### config.mk
export PLATFORM = sky130hd
export DESIGN_NAME = bm_load_sched_flat
export DESIGN_NICKNAME = d
export VERILOG_FILES = /design/src/rtl/bm_load_sched_if.sv /design/src/rtl/bm_load_sched.sv /design/src/flat_wrapper.sv
export SDC_FILE = /design/constraint.sdc
export NUM_CORES = 1
export LEC_CHECK = 0
export ABC_AREA = 1
export CORE_ASPECT_RATIO = 1.1
export CORE_MARGIN = 8
export CORE_UTILIZATION = 62
export DETAILED_ROUTE_END_ITERATION = 12
export PLACE_DENSITY = 0.88
export SLEW_MARGIN = 10
export SYNTH_ARGS = -nofsm -noshare
export SYNTH_HDL_FRONTEND = slang
export SYNTH_SLANG_ARGS = --single-unit
### constraint.sdc
create_clock -name clk -period 6.2 [get_ports clk]
set_input_delay 0.93 -clock clk [delete_from_list [all_inputs] [get_ports clk]]
set_output_delay 0.93 -clock clk [all_outputs]
set_load 0.005 [all_outputs]
### src/rtl/bm_load_sched_if.sv
`default_nettype none
// ============================================================================
// Module      : bm_load_sched_if
// Description : Request and chunk-loader signals of the bias-load scheduler.
// Revision    : 1.0 - initial release
// ============================================================================
interface bm_load_sched_if #(
   parameter int AW = 10
) ();
   logic          start_pulse;
   logic [31:0]   d_addr;
   logic [AW-1:0] c_addr;
   logic [31:0]   n_bytes;
   logic          done_pulse;
   logic          err_pulse;
   logic          busy;
   logic          sub_start_pulse;
   logic [31:0]   sub_d_addr;
   logic [AW-1:0] sub_c_addr;
   logic [31:0]   sub_n_bytes;
   logic          sub_done_pulse;

   // Scheduler view
   modport slave (
      input  start_pulse, d_addr, c_addr, n_bytes, sub_done_pulse,
      output done_pulse, err_pulse, busy,
             sub_start_pulse, sub_d_addr, sub_c_addr, sub_n_bytes
   );

   // Requester plus loader view
   modport master (
      output start_pulse, d_addr, c_addr, n_bytes, sub_done_pulse,
      input  done_pulse, err_pulse, busy,
             sub_start_pulse, sub_d_addr, sub_c_addr, sub_n_bytes
   );
endinterface
`default_nettype wire

### src/rtl/bm_load_sched.sv
`default_nettype none
// ============================================================================
// Module      : bm_load_sched
// Description : Splits a bias-load request into boundary-safe chunks and runs
//               the DRAM->BM loader once per chunk.
// Revision    : 1.0 - initial release
// ============================================================================
module bm_load_sched #(
   parameter int MAX_CHUNK_BYTES = 4096,
   parameter int BEAT_BYTES      = 64,
   parameter int AW              = 10
) (
   input  wire logic      clk,
   input  wire logic      rstn,
   bm_load_sched_if.slave bus
);
   localparam int          c_BEAT_SHIFT = $clog2(BEAT_BYTES);
   localparam logic [31:0] c_BEAT_MASK  = 32'(BEAT_BYTES - 1);
   localparam logic [32:0] c_CHUNK      = 33'(MAX_CHUNK_BYTES);
   localparam logic [32:0] c_CHUNK_MASK = 33'(MAX_CHUNK_BYTES - 1);

   typedef enum logic [2:0] {
      S_IDLE  = 3'd0,
      S_CALC  = 3'd1,
      S_ISSUE = 3'd2,
      S_WAIT  = 3'd3,
      S_FIN   = 3'd4
   } state_t;

   state_t        r_state;
   state_t        w_next;
   logic [31:0]   r_rem;
   logic [31:0]   r_da;
   logic [AW-1:0] r_ca;
   logic [31:0]   r_sub_d;
   logic [AW-1:0] r_sub_c;
   logic [31:0]   r_sub_n;
   logic          r_err;
   logic          r_rej;
   logic          w_misaligned;
   logic          w_accept;
   logic [32:0]   w_room;
   logic [31:0]   w_chunk;

   assign w_misaligned = ((bus.n_bytes | bus.d_addr) & c_BEAT_MASK) != 32'd0;
   assign w_accept     = bus.start_pulse && (r_state == S_IDLE) && !w_misaligned;

   // Room left before the next chunk boundary; the min always fits 32 bits
   // because rem does.
   assign w_room  = c_CHUNK - ({1'b0, r_da} & c_CHUNK_MASK);
   assign w_chunk = ({1'b0, r_rem} < w_room) ? r_rem : w_room[31:0];

   always_ff @(posedge clk or negedge rstn) begin
      if (!rstn) begin
         r_state <= S_IDLE;
      end else begin
         r_state <= w_next;
      end
   end

   // A zero-length request passes through CALC so it finishes in FIN.
   always_comb begin
      w_next = r_state;
      case (r_state)
         S_IDLE:  if (w_accept) w_next = S_CALC;
         S_CALC:  w_next = (r_rem == 32'd0) ? S_FIN : S_ISSUE;
         S_ISSUE: w_next = S_WAIT;
         S_WAIT:  if (bus.sub_done_pulse) w_next = (r_rem != 32'd0) ? S_CALC : S_FIN;
         S_FIN:   w_next = S_IDLE;
         default: w_next = S_IDLE;
      endcase
   end

   always_ff @(posedge clk or negedge rstn) begin
      if (!rstn) begin
         r_rem   <= '0;
         r_da    <= '0;
         r_ca    <= '0;
         r_sub_d <= '0;
         r_sub_c <= '0;
         r_sub_n <= '0;
         r_err   <= 1'b0;
         r_rej   <= 1'b0;
      end else begin
         r_err <= bus.start_pulse && ((r_state != S_IDLE) || w_misaligned);
         r_rej <= bus.start_pulse && (r_state == S_IDLE) && w_misaligned;
         if (w_accept) begin
            r_rem <= bus.n_bytes;
            r_da  <= bus.d_addr;
            r_ca  <= bus.c_addr;
         end
         if ((r_state == S_CALC) && (r_rem != 32'd0)) begin
            r_sub_d <= r_da;
            r_sub_c <= r_ca;
            r_sub_n <= w_chunk;
         end
         if (r_state == S_ISSUE) begin
            r_rem <= r_rem - r_sub_n;
            r_da  <= r_da + r_sub_n;
            r_ca  <= r_ca + AW'(r_sub_n >> c_BEAT_SHIFT);
         end
      end
   end

   assign bus.busy            = (r_state == S_CALC) || (r_state == S_ISSUE) || (r_state == S_WAIT);
   assign bus.sub_start_pulse = (r_state == S_ISSUE);
   assign bus.done_pulse      = (r_state == S_FIN) || r_rej;
   assign bus.err_pulse       = r_err;
   assign bus.sub_d_addr      = r_sub_d;
   assign bus.sub_c_addr      = r_sub_c;
   assign bus.sub_n_bytes     = r_sub_n;

endmodule
`default_nettype wire

### src/flat_wrapper.sv
// flat-port wrapper written by rule: the top's interface ports become plain ports
module bm_load_sched_flat 
#(
   parameter int MAX_CHUNK_BYTES = 4096,
   parameter int BEAT_BYTES      = 64,
   parameter int AW              = 10
)
  (clk, rstn, bus_start_pulse, bus_d_addr, bus_c_addr, bus_n_bytes, bus_sub_done_pulse, bus_done_pulse, bus_err_pulse, bus_busy, bus_sub_start_pulse, bus_sub_d_addr, bus_sub_c_addr, bus_sub_n_bytes);
  bm_load_sched_if #(.AW(AW)) bus_i ();
  input  wire logic clk;
  input  wire logic rstn;
  input wire logic [$bits(bus_i.start_pulse)-1:0] bus_start_pulse;
  input wire logic [$bits(bus_i.d_addr)-1:0] bus_d_addr;
  input wire logic [$bits(bus_i.c_addr)-1:0] bus_c_addr;
  input wire logic [$bits(bus_i.n_bytes)-1:0] bus_n_bytes;
  input wire logic [$bits(bus_i.sub_done_pulse)-1:0] bus_sub_done_pulse;
  output wire logic [$bits(bus_i.done_pulse)-1:0] bus_done_pulse;
  output wire logic [$bits(bus_i.err_pulse)-1:0] bus_err_pulse;
  output wire logic [$bits(bus_i.busy)-1:0] bus_busy;
  output wire logic [$bits(bus_i.sub_start_pulse)-1:0] bus_sub_start_pulse;
  output wire logic [$bits(bus_i.sub_d_addr)-1:0] bus_sub_d_addr;
  output wire logic [$bits(bus_i.sub_c_addr)-1:0] bus_sub_c_addr;
  output wire logic [$bits(bus_i.sub_n_bytes)-1:0] bus_sub_n_bytes;
  assign bus_i.start_pulse = bus_start_pulse;
  assign bus_i.d_addr = bus_d_addr;
  assign bus_i.c_addr = bus_c_addr;
  assign bus_i.n_bytes = bus_n_bytes;
  assign bus_i.sub_done_pulse = bus_sub_done_pulse;
  assign bus_done_pulse = bus_i.done_pulse;
  assign bus_err_pulse = bus_i.err_pulse;
  assign bus_busy = bus_i.busy;
  assign bus_sub_start_pulse = bus_i.sub_start_pulse;
  assign bus_sub_d_addr = bus_i.sub_d_addr;
  assign bus_sub_c_addr = bus_i.sub_c_addr;
  assign bus_sub_n_bytes = bus_i.sub_n_bytes;
  bm_load_sched #(.MAX_CHUNK_BYTES(MAX_CHUNK_BYTES), .BEAT_BYTES(BEAT_BYTES), .AW(AW)) u_core (.clk(clk), .rstn(rstn), .bus(bus_i));
endmodule
==> impl_table.tex <==
% Auto-generated results table
\begin{tabular}{lr}
\hline
Metric & Value \\
\hline
\multicolumn{2}{l}{\textbf{Outcome}} \\
\quad Status & finished, final reports clean \\
\multicolumn{2}{l}{\textbf{STA}} \\
\quad Fin. Hold Viols & 0 \\
\quad Max-slew violation count & 0 \\
\quad Final setup viols & 0 \\
\quad Worst hold slack & 0.475 ns \\
\quad Final critical delay including setup and external delays & 4.09 ns \\
\multicolumn{2}{l}{\textbf{Yosys}} \\
\quad Leading register cell type out of synthesis & dfrtp\_1 \\
\quad Simple-gate area share of the yosys netlist & 35.9\% \\
\quad Main kind of combinational logic by area & simple AND/OR/NAND/NOR gates \\
\quad Chip area from the yosys synthesis statistics & 0.0122 sq mm \\
\quad Fraction of synthesized cell area taken by the top area cell type & 31.3\% \\
\quad Most repeated cell in the gate-level netlist after synthesis & nand2\_1 \\
\quad Multiplexer fraction of the synthesized cell area & 0\% \\
\quad Synth Seq Share & 31.3\% \\
\quad Mean instance size in the synthesized netlist & 6.35 sq um \\
\multicolumn{2}{l}{\textbf{Routing}} \\
\quad Vias after detailed routing & 12.9k \\
\quad Number of nets with antenna violations after routing & 0 \\
\quad Number of DRC markers after the initial detailed-route iteration & 915 \\
\multicolumn{2}{l}{\textbf{Hold path}} \\
\quad Hold WC Path Type & flop to flop \\
\quad Hold path endpoint & u\_core.bus.sub\_d\_addr[20] \\
\quad Cell count of the worst hold path & 2 \\
\multicolumn{2}{l}{\textbf{CTS}} \\
\quad Resize count post-CTS & 0 \\
\quad Number of buffers inserted during clock tree synthesis & 17 \\
\quad Number of H-tree branching levels & 4 \\
\quad TritonCTS clock tree & built \\
\multicolumn{2}{l}{\textbf{Die}} \\
\quad Top-level I/O count & 156 \\
\quad Overall chip area & 0.0245 sq mm \\
\quad Floorplan core density & 62.5\% \\
\multicolumn{2}{l}{\textbf{Place}} \\
\quad GPL Wtd Cong & 0.945 \\
\quad DP HPWL & 30600 microns \\
\quad Cell area reported after detailed placement & 0.0139 sq mm \\
\multicolumn{2}{l}{\textbf{Power and ir drop}} \\
\quad Tot Pwr & 8.12 mW \\
\quad Power density over the cells & 560 mW/mm\^{}2 \\
\quad IR Drop Worst-Case VDD & 560 uV \\
\multicolumn{2}{l}{\textbf{Critical path}} \\
\quad Setup slack, reg-to-reg & 2.11 ns \\
\quad Largest driver fanout on the critical path & 14 \\
\quad FF-to-FF path depth & 17 \\
\quad Classification of the worst setup path & flop to flop \\
\quad Critical-path cell with the highest stage delay & nor2\_1 \\
\quad Library cell appearing most often on the critical path & nand2\_1 \\
\quad Number of gates on the worst path with buffers counted & 17 \\
\quad Kind of cell adding the most delay to the critical path & simple AND/OR/NAND/NOR gates \\
\multicolumn{2}{l}{\textbf{Cells and area}} \\
\quad Leading cell types in the layout, fill and taps excluded & nand2\_1, inv\_1, clkdlybuf4s50\_1, dfrtp\_1, nor2\_1 \\
\quad Area delta synth->final & 18.4\% \\
\multicolumn{2}{l}{\textbf{GRT}} \\
\quad Total routing usage reported by global routing & 33.1\% \\
\quad Vias in the first global route & 12.6k \\
\hline
\end{tabular}
==> cells by family (layout without fill, tap and decap cells) <==
group,after synthesis,count (layout)
buf+inv,358,505
compound gates,190,190
simple gates,1099,1099
xor+xnor,40,40
fa+ha+maj,87,87
flops,153,153
==> state kept, by name, summed over array words and instances (netlist names) <==
name	flops
u_core.r_state	3
u_core.bus.sub_d_addr	32
u_core.r_rej	1
u_core.bus.err_pulse	1
u_core.r_da	32
u_core.r_ca	10
u_core.r_rem	32
u_core.bus.sub_n_bytes	32
u_core.bus.sub_c_addr	10
==> per-layer routing <==
| layer | wire, microns | up-vias | GRT usage, % |
|---|---|---|---|
| met5 | 0 | - | 0 |
| met4 | 1900 | 0 | 16.4 |
| met3 | 3170 | 127 | 5.38 |
| met2 | 19000 | 575 | 55.7 |
| met1 | 16000 | 5914 | 40.5 |
| li1 | - | 6259 | - |
==> layout make-up <==
| type | count | area (sq um) | area share [%] |
|---|---|---|---|
| Multi-Input combinational cell | 1416 | 6970 | 48.1 |
| Inverter | 313 | 1170 | 8.11 |
| Sequential cell | 153 | 3830 | 26.4 |
| Timing Repair Buffer | 161 | 1600 | 11.0 |
| Tap cell | 252 | 315 | 2.18 |
| Clock buffer | 19 | 443 | 3.06 |
| Clock inverter | 12 | 165 | 1.14 |
==> where the power goes <==
group / leakage (nW) / internal [mW] / total (mW) / switching [mW]
Clock: 0.292 / 0.649 / 1.11 / 0.457
Sequential: 1.93 / 1.42 / 1.91 / 0.482
Combinational: 5.82 / 1.88 / 5.11 / 3.23
==> worst min-delay path, delay by kind of cell, from the launching register on <==
family / cells / cell delay, ns
flip-flops: 1 / 0.34
AND/OR/NAND/NOR: 2 / 0.10
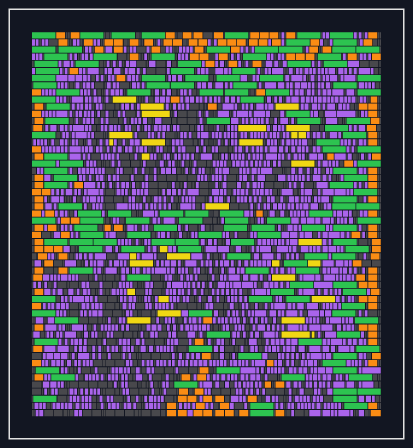
cell_classes.png
Fill, decap, tap and diode cells in gray.
- orange: other buffers and delay cells (cells 161; share of their area 11%)
- yellow: clock drivers and dummy loads (cells 31; share of their area 4.3%)
- green: flops (cells 153; share of their area 27%)
- purple: all other logic (cells 1729; share of their area 57%)
share of the final layout cell area in sequential cells: 26.4%
Core Region: 0.0196 sq mm
Row Count: 54
end-of-flow core utilization: 74.0%

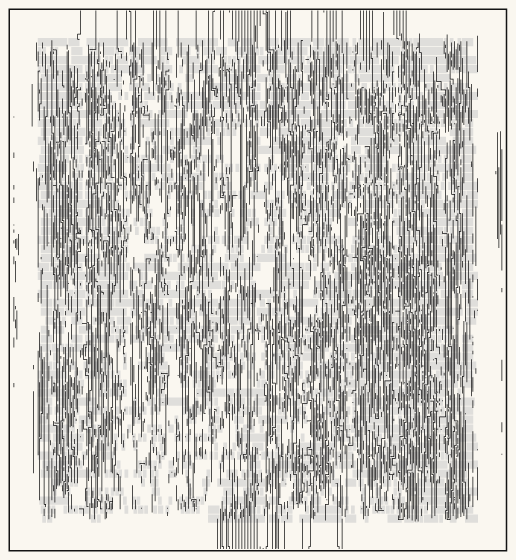
met2.png
- nets with wire on the layer: 1773
- share of all routed wire: 47%
- main direction: vertical

Power and IR drop assume default switching activity.
